==> images/port_trees.png <==
Scale: 2 px per µm.
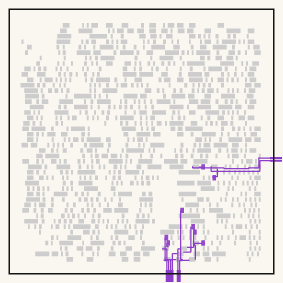
==> images/layers.png <==
Scale: 2 px per µm. Only two layers are drawn.
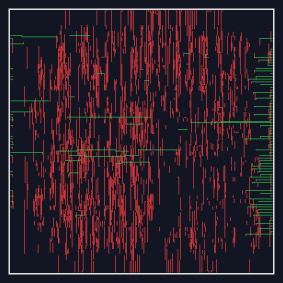
==> images/pinout.png <==
Scale: 4 px per µm. Pins as bars across the die edge, other pins in grey.
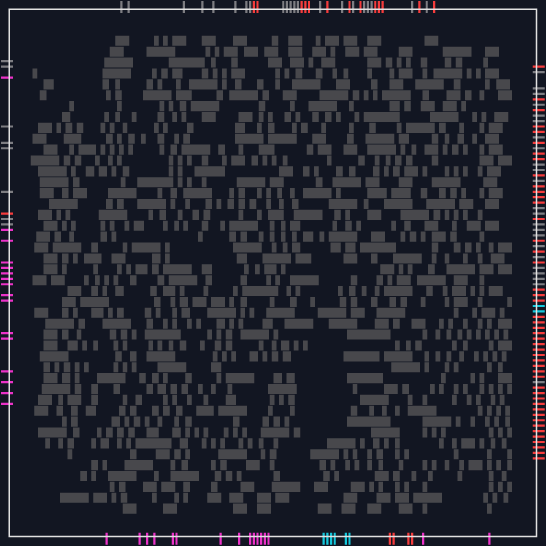
==> images/placed.png <==
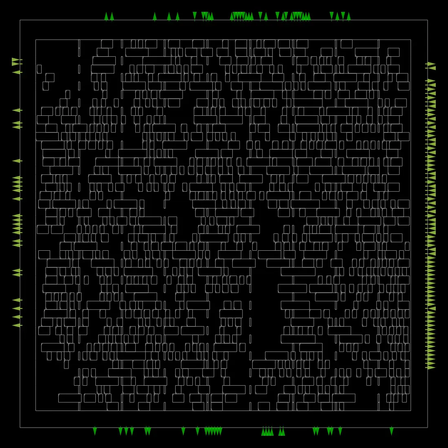
File: src/rtl/esfa_vec_pkg.sv
// rtl/esfa_vec_pkg.sv - shared ESFA test-vector layout and trace FSM state encoding
//
// Purpose: single source of truth for the 64-bit ESFA test-vector word, shared
//          by the trace writer (producer) and the self-check runner (consumer).
// Ports:   none (package).
package esfa_vec_pkg;

    localparam int VEC_W   = 64;
    localparam int FIELD_W = 8;

    // Flag bits in the low byte; [7:3] are reserved and always zero.
    localparam int BIT_MUT       = 0;
    localparam int BIT_EXP_BOOL  = 1;
    localparam int BIT_EOP       = 2;

    // Byte-wide fields; [63:48] are reserved and always zero.
    localparam int HANDLE_LSB    = 8;
    localparam int NEW_INDEX_LSB = 16;
    localparam int NEW_VALUE_LSB = 24;
    localparam int SELECTOR_LSB  = 32;
    localparam int EXP_VALUE_LSB = 40;

    localparam logic [VEC_W-1:0] END_MARKER_WORD = 64'h4;

    typedef enum logic [2:0] {
        ST_IDLE,
        ST_ARMED,
        ST_WAIT,
        ST_WRITE,
        ST_TERM,
        ST_DONE
    } trace_state_e;

endpackage

File: src/rtl/esfa_vector_pack.sv
// rtl/esfa_vector_pack.sv - combinational packer for one 64-bit ESFA test vector
//
// Purpose: assemble stimulus fields and flags into the ROM vector format.
// Ports:   is_mutating_i, end_of_program_i, result_bool_i  - flag inputs
//          handle_i, new_index_i, new_value_i, selector_i  - stimulus bytes
//          result_value_i                                  - expected value byte
//          word_o                                          - packed vector
module esfa_vector_pack
    import esfa_vec_pkg::*;
(
    input  logic               is_mutating_i,
    input  logic               end_of_program_i,
    input  logic               result_bool_i,
    input  logic [FIELD_W-1:0] handle_i,
    input  logic [FIELD_W-1:0] new_index_i,
    input  logic [FIELD_W-1:0] new_value_i,
    input  logic [FIELD_W-1:0] selector_i,
    input  logic [FIELD_W-1:0] result_value_i,
    output logic [VEC_W-1:0]   word_o
);

    always_comb begin
        word_o                               = '0;
        word_o[BIT_MUT]                      = is_mutating_i;
        word_o[BIT_EOP]                      = end_of_program_i;
        word_o[HANDLE_LSB    +: FIELD_W]     = handle_i;
        word_o[NEW_INDEX_LSB +: FIELD_W]     = new_index_i;
        word_o[NEW_VALUE_LSB +: FIELD_W]     = new_value_i;
        word_o[SELECTOR_LSB  +: FIELD_W]     = selector_i;
        // Mutating operations carry no meaningful result; the runner expects zeros.
        if (!is_mutating_i) begin
            word_o[BIT_EXP_BOOL]                 = result_bool_i;
            word_o[EXP_VALUE_LSB +: FIELD_W]     = result_value_i;
        end
    end

endmodule

File: src/rtl/esfa_trace_writer.sv
// rtl/esfa_trace_writer.sv - records ESFA stimulus/response pairs into BRAM as test vectors
//
// Purpose: capture accepted stimuli plus the ESFADesign result that follows
//          RESULT_LATENCY cycles later, write them as 64-bit vectors from
//          address 0, and close the image with an end-of-program word.
// Ports:   clk, reset                      - clock, synchronous active-high reset
//          start, stop                     - recording control pulses
//          in_valid / in_ready             - stimulus handshake
//          is_mutating, queried_handle, new_index, new_value, selector - stimulus
//          result_bool, result_value       - ESFADesign response
//          mem_we, mem_addr, mem_wdata     - BRAM write port
//          busy, done, overflow, vector_count - status
module esfa_trace_writer
    import esfa_vec_pkg::*;
#(
    parameter int ADDR_W         = 32,
    parameter int DEPTH          = 256,
    parameter int ADDR_STEP      = 8,
    parameter int RESULT_LATENCY = 1
) (
    input  logic                     clk,
    input  logic                     reset,
    input  logic                     start,
    input  logic                     stop,
    input  logic                     in_valid,
    output logic                     in_ready,
    input  logic                     is_mutating,
    input  logic [7:0]               queried_handle,
    input  logic [7:0]               new_index,
    input  logic [7:0]               new_value,
    input  logic [7:0]               selector,
    input  logic                     result_bool,
    input  logic [7:0]               result_value,
    output logic                     mem_we,
    output logic [ADDR_W-1:0]        mem_addr,
    output logic [63:0]              mem_wdata,
    output logic                     busy,
    output logic                     done,
    output logic                     overflow,
    output logic [$clog2(DEPTH)-1:0] vector_count
);

    localparam int CNT_W = $clog2(DEPTH);
    localparam int LAT_W = $clog2(RESULT_LATENCY + 1);
    // Last slot is reserved for the end marker, so vectors stop one short of DEPTH.
    localparam logic [CNT_W-1:0] LAST_CNT = CNT_W'(DEPTH - 1);

    trace_state_e        state_q, state_d;
    logic [ADDR_W-1:0]   addr_q, addr_d;
    logic [CNT_W-1:0]    count_q, count_d;
    logic                done_q, done_d;
    logic                overflow_q, overflow_d;
    logic                stop_pend_q, stop_pend_d;
    logic [LAT_W-1:0]    lat_q, lat_d;
    logic                mut_q, mut_d;
    logic [7:0]          handle_q, handle_d;
    logic [7:0]          index_q, index_d;
    logic [7:0]          value_q, value_d;
    logic [7:0]          sel_q, sel_d;
    logic                rbool_q, rbool_d;
    logic [7:0]          rval_q, rval_d;

    logic [CNT_W-1:0]    count_inc;
    logic                stop_now;
    logic                at_capacity;
    logic [63:0]         packed_word;

    assign count_inc   = count_q + CNT_W'(1);
    assign stop_now    = stop_pend_q || stop;
    assign at_capacity = (count_inc == LAST_CNT);

    esfa_vector_pack u_pack (
        .is_mutating_i    (mut_q),
        .end_of_program_i (1'b0),
        .result_bool_i    (rbool_q),
        .handle_i         (handle_q),
        .new_index_i      (index_q),
        .new_value_i      (value_q),
        .selector_i       (sel_q),
        .result_value_i   (rval_q),
        .word_o           (packed_word)
    );

    always_ff @(posedge clk) begin
        if (reset) begin
            state_q     <= ST_IDLE;
            addr_q      <= '0;
            count_q     <= '0;
            done_q      <= 1'b0;
            overflow_q  <= 1'b0;
            stop_pend_q <= 1'b0;
            lat_q       <= '0;
            mut_q       <= 1'b0;
            handle_q    <= '0;
            index_q     <= '0;
            value_q     <= '0;
            sel_q       <= '0;
            rbool_q     <= 1'b0;
            rval_q      <= '0;
        end else begin
            state_q     <= state_d;
            addr_q      <= addr_d;
            count_q     <= count_d;
            done_q      <= done_d;
            overflow_q  <= overflow_d;
            stop_pend_q <= stop_pend_d;
            lat_q       <= lat_d;
            mut_q       <= mut_d;
            handle_q    <= handle_d;
            index_q     <= index_d;
            value_q     <= value_d;
            sel_q       <= sel_d;
            rbool_q     <= rbool_d;
            rval_q      <= rval_d;
        end
    end

    always_comb begin
        state_d     = state_q;
        addr_d      = addr_q;
        count_d     = count_q;
        done_d      = done_q;
        overflow_d  = overflow_q;
        stop_pend_d = stop_pend_q;
        lat_d       = lat_q;
        mut_d       = mut_q;
        handle_d    = handle_q;
        index_d     = index_q;
        value_d     = value_q;
        sel_d       = sel_q;
        rbool_d     = rbool_q;
        rval_d      = rval_q;
        in_ready    = 1'b0;
        mem_we      = 1'b0;
        mem_wdata   = '0;

        unique case (state_q)
            ST_IDLE, ST_DONE: begin
                if (start) begin
                    state_d     = ST_ARMED;
                    addr_d      = '0;
                    count_d     = '0;
                    done_d      = 1'b0;
                    overflow_d  = 1'b0;
                    stop_pend_d = 1'b0;
                end
            end
            ST_ARMED: begin
                in_ready = (count_q < LAST_CNT);
                if (in_valid && in_ready) begin
                    mut_d       = is_mutating;
                    handle_d    = queried_handle;
                    index_d     = new_index;
                    value_d     = new_value;
                    sel_d       = selector;
                    lat_d       = LAT_W'(RESULT_LATENCY);
                    // A stop coinciding with acceptance closes the trace after this vector.
                    stop_pend_d = stop;
                    state_d     = ST_WAIT;
                end else if (stop) begin
                    state_d = ST_TERM;
                end
            end
            ST_WAIT: begin
                if (stop) begin
                    stop_pend_d = 1'b1;
                end
                if (lat_q == LAT_W'(1)) begin
                    rbool_d = result_bool;
                    rval_d  = result_value;
                    state_d = ST_WRITE;
                end else begin
                    lat_d = lat_q - LAT_W'(1);
                end
            end
            ST_WRITE: begin
                mem_we      = 1'b1;
                mem_wdata   = packed_word;
                addr_d      = addr_q + ADDR_W'(ADDR_STEP);
                count_d     = count_inc;
                stop_pend_d = 1'b0;
                if (stop_now || at_capacity) begin
                    state_d    = ST_TERM;
                    // A requested stop takes precedence over reporting a full trace.
                    overflow_d = at_capacity && !stop_now;
                end else begin
                    state_d = ST_ARMED;
                end
            end
            ST_TERM: begin
                mem_we    = 1'b1;
                mem_wdata = END_MARKER_WORD;
                done_d    = 1'b1;
                state_d   = ST_DONE;
            end
            default: begin
                state_d = ST_IDLE;
            end
        endcase
    end

    assign mem_addr     = addr_q;
    assign busy         = (state_q == ST_ARMED) || (state_q == ST_WAIT) ||
                          (state_q == ST_WRITE) || (state_q == ST_TERM);
    assign done         = done_q;
    assign overflow     = overflow_q;
    assign vector_count = count_q;

endmodule

File: config.mk
export PLATFORM = sky130hd
export DESIGN_NAME = esfa_trace_writer
export DESIGN_NICKNAME = d
export VERILOG_FILES = /design/src/rtl/esfa_vec_pkg.sv /design/src/rtl/esfa_vector_pack.sv /design/src/rtl/esfa_trace_writer.sv
export SDC_FILE = /design/constraint.sdc
export NUM_CORES = 1
export LEC_CHECK = 0
export ABC_AREA = 1
export CAP_MARGIN = 20
export CELL_PAD_IN_SITES_DETAIL_PLACEMENT = 1
export CELL_PAD_IN_SITES_GLOBAL_PLACEMENT = 1
export CORE_MARGIN = 5
export CORE_UTILIZATION = 35
export DETAILED_ROUTE_END_ITERATION = 12
export PLACE_DENSITY_LB_ADDON = 0.15
export REMOVE_ABC_BUFFERS = 1
export SLEW_MARGIN = 10
export SYNTH_ARGS = -nofsm -noshare
export SYNTH_HDL_FRONTEND = slang
export SYNTH_HIERARCHICAL = 1
export SYNTH_SLANG_ARGS = --single-unit
File: constraint.sdc
create_clock -name clk -period 3.2 [get_ports clk]
set_input_delay 0.64 -clock clk [delete_from_list [all_inputs] [get_ports clk]]
set_output_delay 0.64 -clock clk [all_outputs]
set_load 0.005 [all_outputs]
==> flow_summary_export.csv <==
group,metric,value,unit
run_status,outcome,"completed",
timing,finalMaxSlewViolations,0,
layout,inv_count,127,
pwr,vdd_drop_max,0.226,mV
synthesis,most_common_cell,"nand2_1",
synthesis,syn_avg_cell_area,6.37,µm²
timing,setup-tns-final,0,ns
layout,clkCellAreaFrac,0.0510,
clock_network,clk_latency,0.35,ns
synthesis,yosys_area,0.00516,mm²
clock_network,cts_buffers,9,
drt,wl,16200,µm
synthesis,ys_types,34,
timing,max_slew_margin,0.433,
layout,layout.nets,943,
clock_network,path_clk_slew,0.07,ns
synthesis,syn_inst,811,
grt,use_met1,0.243,
grt,grt_pass1_vias,5455,
placed_design,placed_cell_area,0.00622,mm²
pwr,power.group.top,"sequential cells",
drt,drtIter0Drc,248,
critical_path,worstPathMaxFanout,50,
clock_network,ctsHoldBuffers,0,
layout,clkbuf_count,11,
timing,skew,0.00937,ns
floorplan,die_h,131,µm
layout,nonClkBufAreaFrac,0.210,
pwr,power_density,457,mW/mm²
synthesis,synth-seq-cells,86,
hold_path,hp-start,"sel_q[4]$_SDFFE_PP0P_",
timing,hold_viol,0,
critical_path,startpoint_type,"flop",
layout,logic_area,0.00242,mm²
Notes on port_trees.png above:
| colour | port | direction | end cells | buffers | wire |
|---|---|---|---|---|---|
| purple | `result_value` | input | 8 | 8 | 241 µm |

Notes on layers.png above:
| colour | layer | wire length |
|---|---|---|
| red | M2 | 7530 µm |
| green | M3 | 732 µm |

Notes on pinout.png above:
| colour | port | pins | direction | edge |
|---|---|---|---|---|
| red | `mem_wdata` | 64 | output | 46 right, 13 top, 4 bottom, 1 left |
| magenta | `mem_addr` | 32 | output | 16 bottom, 16 left |
| cyan | `result_value` | 8 | input | 6 bottom, 2 right |

Notes on placed.png above:
row cnt: 44
n_taps: 184
Flops: 86
Finished Layout Cells: 1082

through the flow:
| step | utilization | power (mW) | setup WS, ns | hold slack [ns] | std cells |
|---|---|---|---|---|---|
| 6_report | 0.453 | 2.99 | 0.450 | 0.463 | 1082 |
| 5_1_grt | 0.453 | 3.14 | 0.304 | 0.488 | 1082 |
| 4_1_cts | 0.453 | 3.04 | 0.409 | 0.465 | 1082 |
| 3_5_place_dp | 0.429 | 1.85 | 0.795 | 0.455 | 1066 |
| 3_3_place_gp | 0.429 | 1.82 | 0.919 | 0.448 | 1066 |
| 2_1_floorplan | - | 1.55 | 0.0616 | 0.435 | 742 |
critical path: stages, from the launching register on:
cell             delay [ns]
dfxtp_1                0.35
inv_1                  0.10
nor2_4                 0.13
inv_2                  0.07
nor2_2                 0.11
inv_2                  0.05
buf_4                  0.26
nor2_1                 0.16
clkdlybuf4s50_1        0.53
layer usage:
metal	vias up	wire length, µm
met2	129	7530
met5	-	0
li1	2610	-
met4	0	239
met1	2445	7700
met3	15	731
worst paths after layout:
check / endpoint / slack [ns] / cells after the start
setup / recovery: mem_wdata[14] / 0.45 / 8
hold reg to reg: sel_q[4]$_SDFFE_PP0P_ / 0.46 / 2
hold / removal: sel_q[4]$_SDFFE_PP0P_ / 0.46 / 2
setup reg to reg: index_q[5]$_SDFFE_PP0P_ / 1.03 / 8
cells by family after synthesis:
group,after synthesis
fa+ha+maj,3
flops,86
other cells,2
buf+inv,219
simple gates,389
compound gates,112
cell usage in the layout (no fill, tap or decap), types with 6 or more instances in the layout:
cell type        instances
a21oi_1                 71
buf_4                    9
clkbuf_16                9
clkdlybuf4s50_1        130
conb_1                  25
dfxtp_1                 86
inv_1                  122
nand2_1                151
nand3_1                 75
nand4_1                  8
nor2_1                 124
nor2_2                   6
nor3_1                  13
o21ai_0                 27
Power is estimated from default activity; no workload was simulated.
